Run 1, sequential cells grouped by signal name:
Bar = 20 µm. Other sequential cells in the stronger gray, the rest of the logic in the fainter gray.
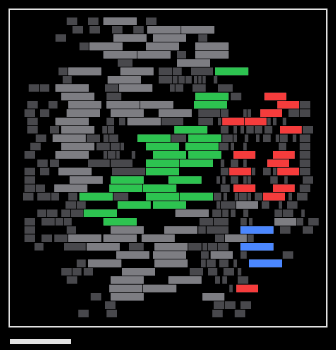
Run 1, metal 1:
Bar = 20 µm.
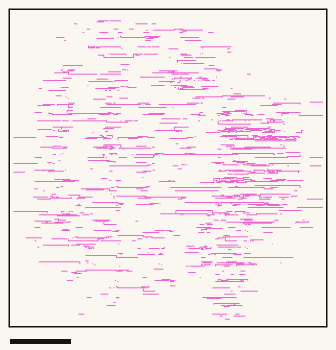
Run 1, close-up of the layout:
Bar = 20 µm. Region (26, 47) to (76, 97) µm. Cells in gray, sequential cells in the stronger gray; small squares are vias.
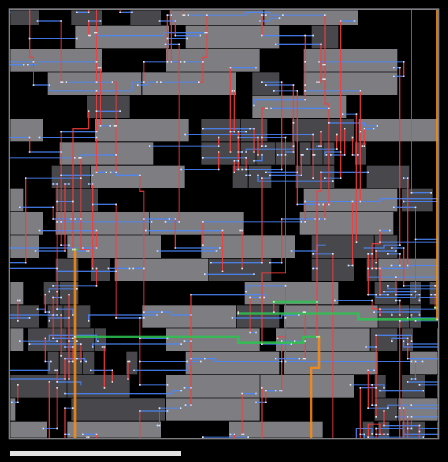
[config.mk]
export PLATFORM = sky130hd
export DESIGN_NAME = addsub_pipe
export DESIGN_NICKNAME = d
export VERILOG_FILES = /design/src/rtl/addsub_pipe.sv
export SDC_FILE = /design/constraint.sdc
export NUM_CORES = 1
export LEC_CHECK = 0
export CAP_MARGIN = 20
export CORE_MARGIN = 2
export CORE_UTILIZATION = 39
export DETAILED_ROUTE_END_ITERATION = 8
export PLACE_DENSITY = 0.63
export RECOVER_POWER = 50
export SLEW_MARGIN = 20
export SYNTH_ARGS = -nofsm -noshare
export SYNTH_HDL_FRONTEND = slang
export SYNTH_SLANG_ARGS = --single-unit
[constraint.sdc]
create_clock -name Clk -period 8.26 [get_ports Clk]
set_input_delay 2.478 -clock Clk [delete_from_list [all_inputs] [get_ports Clk]]
set_output_delay 2.478 -clock Clk [all_outputs]
set_load 0.01 [all_outputs]
[src/rtl/addsub_pipe.sv]
// Pipelined two's-complement adder-subtractor, LANE bits resolved per stage with the carry registered between stages.
// Optional clamping of overflowed results is enabled by defining ADDSUB_PIPE_SATURATE_EN.
module addsub_pipe #(
    parameter int WIDTH = 16,
    parameter int LANE  = 4
) (
    input  logic             Clk,
    input  logic             Rst_n,
    input  logic             in_valid,
    output logic             in_ready,
    input  logic [WIDTH-1:0] A,
    input  logic [WIDTH-1:0] B,
    input  logic             Mode,
    output logic             out_valid,
    input  logic             out_ready,
    output logic [WIDTH-1:0] S,
    output logic             Carry,
    output logic             Overflow,
    output logic             Zero,
    output logic             Negative
);

    localparam int STAGES = WIDTH / LANE;
    localparam int PSTG   = (STAGES > 1) ? STAGES - 1 : 1;
    localparam int L      = STAGES - 1;
    localparam int MSB    = WIDTH - 1;

    generate
        if ((WIDTH % LANE) != 0 || WIDTH < 2) begin : g_param_check
            $error("addsub_pipe: WIDTH must be a multiple of LANE and at least 2");
        end
    endgenerate

    // Registers between stages; the final stage writes the output registers instead.
    logic [WIDTH-1:0] r_a [PSTG];
    logic [WIDTH-1:0] r_b [PSTG];
    logic [WIDTH-1:0] r_s [PSTG];
    logic             r_c [PSTG];
    logic             r_v [PSTG];

    logic [WIDTH-1:0] in_a  [STAGES];
    logic [WIDTH-1:0] in_b  [STAGES];
    logic [WIDTH-1:0] in_s  [STAGES];
    logic             in_c  [STAGES];
    logic             in_v  [STAGES];
    logic [LANE:0]    lane_sum [STAGES];
    logic [WIDTH-1:0] nxt_s [STAGES];
    logic             nxt_c [STAGES];

    logic             advance;
    logic             carry_msb;
    logic             ovf;
    logic [WIDTH-1:0] res;

    assign advance  = !out_valid | out_ready;
    assign in_ready = advance;

    always_comb begin
        in_a[0] = A;
        in_b[0] = B ^ {WIDTH{Mode}};
        in_s[0] = '0;
        in_c[0] = Mode;
        in_v[0] = in_valid;
        for (int k = 1; k < STAGES; k++) begin
            in_a[k] = r_a[k-1];
            in_b[k] = r_b[k-1];
            in_s[k] = r_s[k-1];
            in_c[k] = r_c[k-1];
            in_v[k] = r_v[k-1];
        end
        // Each stage fills in its own slice and leaves the others untouched.
        for (int k = 0; k < STAGES; k++) begin
            lane_sum[k] = {1'b0, in_a[k][k*LANE +: LANE]}
                        + {1'b0, in_b[k][k*LANE +: LANE]}
                        + {{LANE{1'b0}}, in_c[k]};
            nxt_s[k] = in_s[k];
            nxt_s[k][k*LANE +: LANE] = lane_sum[k][LANE-1:0];
            nxt_c[k] = lane_sum[k][LANE];
        end
        carry_msb = in_a[L][MSB] ^ in_b[L][MSB] ^ nxt_s[L][MSB];
        ovf       = carry_msb ^ nxt_c[L];
`ifdef ADDSUB_PIPE_SATURATE_EN
        if (ovf) begin
            res = in_a[L][MSB] ? {1'b1, {MSB{1'b0}}} : {1'b0, {MSB{1'b1}}};
        end else begin
            res = nxt_s[L];
        end
`else
        res = nxt_s[L];
`endif
    end

    // The whole pipeline moves together; a stall freezes every register.
    always_ff @(posedge Clk) begin
        if (!Rst_n) begin
            for (int k = 0; k < STAGES - 1; k++) begin
                r_v[k] <= 1'b0;
            end
            out_valid <= 1'b0;
            S         <= '0;
            Carry     <= 1'b0;
            Overflow  <= 1'b0;
            Zero      <= 1'b0;
            Negative  <= 1'b0;
        end else if (advance) begin
            for (int k = 0; k < STAGES - 1; k++) begin
                r_v[k] <= in_v[k];
                r_a[k] <= in_a[k];
                r_b[k] <= in_b[k];
                r_s[k] <= nxt_s[k];
                r_c[k] <= nxt_c[k];
            end
            out_valid <= in_v[L];
            S         <= res;
            Carry     <= nxt_c[L];
            Overflow  <= ovf;
            Zero      <= (res == '0);
            Negative  <= res[MSB];
        end
    end

endmodule

==> run notes, run 1 <==
Implementation results.

The final layout report lists a filler cell count of approximately 870. Along the worst hold path, the cell count comes to 0. The remaining antenna violation count is 0. The number of warning messages in the logs is 26. The script computed the net switching share of total power as 22.7%. Each instance of the synthesized netlist takes up on average about 16 µm². Yosys stat counts about 240 cells in the synthesized netlist.

The cell-mix breakdown from Yosys lists the compound-gate area share as 6.49%. The upper clock frequency limit is 0.139 GHz. The detailed router's first-iteration violation count is about 86.

For this configuration, the core starts out at a cell density of approximately two fifths. The repair_antennas step left the layout with diodes totalling 0. The die width is between 100 and 150 µm. Of the combinational cells, the family taking the most area is adder cells. In this design, the stage delay of the slowest critical-path cell is just over 0.6 ns. The data arrival time of the critical path is between 4 and 5 ns. The chip area estimate from yosys synthesis is between 0.003 and 0.004 mm². The area growth from synthesis to layout is 23.5%. Per the summary, power density relative to cell area is ~220 mW/mm². The required time reported for the critical path endpoint is 5.78 ns. The net count of the mapped netlist is about 300. The final routed wire length divided by cell count is roughly 12 µm. The launch point of the worst min-delay path is recorded as r_s[0][21]$_DFFE_PP_.

The setup path with the least slack is of type input port to primary output. In this run the deepest clock path goes through 2 buffers. The die covers 0.0106 mm². The number of global-route vias before repair came to between 1,500 and 2,000. The count of mapped cells out of synthesis is roughly 240. The H-tree was split into 3 levels. Walking the worst path, the cells encountered are clkdlybuf4s50_1 > nor2b_1 > clkbuf_1 > inv_1 > clkdlybuf4s50_1. OpenSTA lists the critical path startpoint as out_ready. The pre-antenna-repair detailed-routing pass consisted of 4 iterations. The run finished with clean final reports. The final layout contains 361 nets. Summing all multi-input logic gate instances after layout gives roughly 990 µm².

The final-report hold violation count is 0. The logic gate share of total power is between 10% and 20%. The adder-cell share of the synthesized area is between 7 and 8%. The routed layout reports a DRC error count of 0. The reported combinational group power is around 120 µW. The number of warnings issued by yosys is 0. The cell with the biggest individual delay on the critical path is sky130_fd_sc_hd__clkdlybuf4s50_1.
-- 'sequential cells grouped by signal name' (at the start) --
`r_v` -> blue  # placed flops 3
`r_s` -> green  # placed flops 24, where center
`S` -> red  # placed flops 15, where middle right
not colored = 56
seq pwr: 603 µW
share of the final layout cell area in sequential cells: 58.1%
register area: 0.00274 mm²
share of the core filled with cells in the final layout: 48.9%

-- 'metal 1' (at the start) --
wire length on this layer = 2,490 µm
nets with wire on the layer = 322
main direction = horizontal
share of all routed wire = 47%
longest straight run = 17.5 µm
final routed wirelength across all metal layers: 5270 µm
met1 track utilization from global routing: 13.9%
vias post-DR: 1,927

-- 'close-up of the layout' (at the start) --
met3 -> green
met1 -> blue
met4 -> orange
met2 -> red
sequential cells in the window = 36
cells with their middle in the window = 96
most frequent = edfxtp_1 (34), inv_1 (8), nand2_1 (8)
netlist names of flops here include = `r_s` (15), `r_a` (10), `r_b` (7)

==> run 1: synth_stat cells (2+ instances only) <==
library cell | instances | share of area [%]
sky130_fd_sc_hd__or4_1 | 3 | 0.59
sky130_fd_sc_hd__edfxtp_1 | 78 | 61
sky130_fd_sc_hd__ha_1 | 12 | 3.9
sky130_fd_sc_hd__dfxtp_1 | 20 | 10
sky130_fd_sc_hd__and3_1 | 3 | 0.49
sky130_fd_sc_hd__o21ai_0 | 3 | 0.39
sky130_fd_sc_hd__nand2_1 | 32 | 3.1
sky130_fd_sc_hd__xor2_1 | 17 | 3.9
sky130_fd_sc_hd__fa_1 | 7 | 3.7
sky130_fd_sc_hd__a21boi_0 | 14 | 2.8
sky130_fd_sc_hd__a21o_1 | 7 | 1.4
sky130_fd_sc_hd__o211a_1 | 2 | 0.52
sky130_fd_sc_hd__xnor2_1 | 8 | 1.8
sky130_fd_sc_hd__nand2b_1 | 2 | 0.33
sky130_fd_sc_hd__clkbuf_1 | 2 | 0.20
sky130_fd_sc_hd__a21oi_1 | 5 | 0.65
sky130_fd_sc_hd__nor2b_1 | 3 | 0.49
sky130_fd_sc_hd__buf_2 | 5 | 0.65
sky130_fd_sc_hd__inv_1 | 8 | 0.79
==> run 1: layout by cell type, fill, tap and decap left out, drive strengths merged, types with 2 or more instances in the layout <==
cell type	netlist	final
a21o	7	7
nand2	32	32
o211a	2	2
clkdlybuf4s50	0	39
edfxtp	78	78
xor2	17	17
clkbuf	2	10
fa	7	7
and3	3	3
ha	12	12
dfxtp	20	20
dlygate4sd3	0	19
or4	3	3
inv	9	12
a21oi	6	6
nor2b	3	3
nand2b	2	2
xnor2	8	8
o21ai	4	4
a21boi	14	14
==> run 1: registers in the layout, indices dropped and copies added (netlist names) <==
name	count
Carry	1
r_s	24
r_a	24
Zero	1
S	15
out_valid	1
r_b	24
Overflow	1
Negative	1
r_c	3
r_v	3
==> run 1: per-layer routing <==
metal  global-route usage [%]  part of all wire, %  vias up
met5                        0                    0        -
met4                     6.78                  2.4        0
met3                     2.71                  4.9       10
met2                     16.5                   45       52
met1                     13.9                   47      879
li1                         -                    -      986
==> run 1: through the flow <==
step                      worst slack (ns)  utilization (%)  total power, µW  instances  hold WS [ns]
after floorplan                       2.81                -              679        244         0.400
after global placement                1.71             46.9              731        427         0.403
after detailed placement              1.68             46.9              736        427         0.405
after CTS                             1.67             49.0             1040        442         0.424
after global routing                 0.828             48.9             1080        442         0.432
final                                 1.05             48.9             1020        442         0.423
==> run 1: how the worst max path moves through the flow <==
stage	cells after the start	endpoint	slack, ns
2_1_floorplan	4	in_ready	2.81
3_3_place_gp	5	in_ready	1.71
3_5_place_dp	5	in_ready	1.68
4_1_cts	5	in_ready	1.67
5_1_grt	5	in_ready	0.83
6_report	5	in_ready	1.05
==> run 1: layout make-up <==
class                           count  area share (%)
Tap cell                          133            3.53
Timing Repair Buffer               59            12.4
Sequential cell                    98            58.1
Clock inverter                      6            1.54
Inverter                            9           0.716
Multi-Input combinational cell    128            21.1
Clock buffer                        9            2.63
==> run 2: changes to the inputs <==
Settings changed: ABC_CLOCK_PERIOD_IN_PS set to 6500, PLACE_DENSITY 0.63 to 0.65, REMOVE_ABC_BUFFERS set to 1.
Clock period 8.26 ns to 6.5 ns, I/O delays scaled along.
Run 2, clock wiring as the flow saved it:
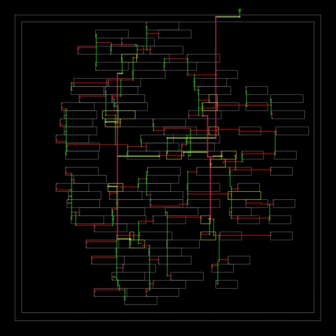
clk latency late pin: 0.35 ns
final sequential cell count: 98
total of clock buffers placed in the layout: 9
final worst clock skew: 0.00763 ns
TritonCTS buffer count: 9

==> run notes, run 2 <==
Implementation results.

The power per unit of standard cell area is 281 mW/mm² (was 217 mW/mm²). The maximum single-stage delay on the critical path is 0.61 ns (about the same). The total DRC errors in the routed layout is 0 (unchanged). The area share of the leading cell type in the synthesized netlist is 61.3% (unchanged). The number of global-route vias before repair is 1,920 (was 1,878). The area enclosed by the die boundary is 0.0106 mm² (unchanged). Area contributors post-synth: sky130_fd_sc_hd__edfxtp_1, sky130_fd_sc_hd__dfxtp_1, sky130_fd_sc_hd__ha_1 (unchanged). The cell with the biggest individual delay on the critical path is sky130_fd_sc_hd__clkdlybuf4s50_1 (unchanged).

The fraction of the core area occupied by cells at floorplan came to 39.6% (unchanged). The final-report hold violation count is 0 (unchanged). The remaining antenna violation count came to 0 (unchanged). Most frequent cells after synthesis: sky130_fd_sc_hd__edfxtp_1, sky130_fd_sc_hd__nand2_1, sky130_fd_sc_hd__dfxtp_1 (unchanged). The final routed wire length divided by cell count is 11.9 µm (about the same).

The leading cell type by number of instances after synthesis is sky130_fd_sc_hd__edfxtp_1 (unchanged). The chip area estimate from yosys synthesis was 0.00382 mm² (unchanged). The area of combinational cells with multiple inputs is 995 µm² (unchanged). The area growth from synthesis to layout is 24.0% (was 23.5%).

The maximum count of clock buffers along a single path came to 2 (unchanged). The total number of H-tree levels was 3 (unchanged). The data arrival time of the critical path came to 3.41 ns (was 4.73 ns). Result of the run: finished clean (unchanged). The layout filler cell count is 874 (was 865).

The area used by sequential logic in the layout is 0.00274 mm² (unchanged). The final antenna diode count is 0 (unchanged). The commonest non-fill, non-tap cell in the layout is sky130_fd_sc_hd__edfxtp_1 (unchanged). The die width came to 103 µm (unchanged). The post-synthesis cell count from yosys was 244 (unchanged).
[run 2: area by class of cell]
| type | count | share of cell area, % |
|---|---|---|
| clock buffer | 9 | 2.61 |
| clock inverter | 6 | 1.87 |
| inverter | 9 | 0.713 |
| multi-input combinational | 128 | 21.0 |
| sequential | 98 | 57.9 |
| tap | 133 | 3.51 |
| timing repair buffer | 59 | 12.4 |
[run 2: layer usage]
metal	GRT usage, %	share of wire (%)	wire [µm]	vias up
met1	13.5	46	2430	869
met3	2.37	5.3	277	16
met4	6.88	3.3	171	0
met5	0	0	0	-
met2	16.4	45	2380	61
li1	-	-	-	990
[run 2: path summary, 6_finish.rpt]
kind	startpoint	end	slack (ns)	cells past startpoint
worst max register to register	r_a[0][44]$_DFFE_PP_	Zero$_SDFFE_PN0P_	4.15	6
worst min-delay path	r_s[0][22]$_DFFE_PP_	r_s[0][38]$_DFFE_PP_	0.42	0
worst max-delay path	out_ready	in_ready	1.14	4
worst min register to register	r_s[0][22]$_DFFE_PP_	r_s[0][38]$_DFFE_PP_	0.42	0
[run 2: power breakdown]
| part | total, µW | internal, µW | switching, µW |
|---|---|---|---|
| clock network | 415 | 216 | 199 |
| logic | 148 | 80.0 | 67.6 |
| registers | 767 | 745 | 21.4 |
| total | 1330 | 1040 | 288 |
[run 2: through the flow]
| step | cell area (µm²) | setup WS [ns] | util, % | hold slack, ns | std cells |
|---|---|---|---|---|---|
| 4_1_cts | 4740 | 1.13 | 49.2 | 0.424 | 442 |
| 3_5_place_dp | 4530 | 1.14 | 46.9 | 0.405 | 427 |
| 5_1_grt | 4740 | 1.08 | 49.2 | 0.432 | 442 |
| 6_report | 4740 | 1.14 | 49.2 | 0.424 | 442 |
| 3_3_place_gp | 4530 | 1.16 | 46.9 | 0.403 | 427 |
| 2_1_floorplan | 3770 | 1.64 | - | 0.400 | 235 |
[run 2: cell families after synthesis]
| group | Yosys count | share of synthesized area [%] |
|---|---|---|
| flops | 98 | 71.8 |
| simple gates | 48 | 5.86 |
| compound gates | 35 | 6.49 |
| xor+xnor | 25 | 5.73 |
| fa+ha+maj | 19 | 7.60 |
| buf+inv | 18 | 2.23 |
| mux | 1 | 0.295 |
Power is estimated from default activity; no workload was simulated.
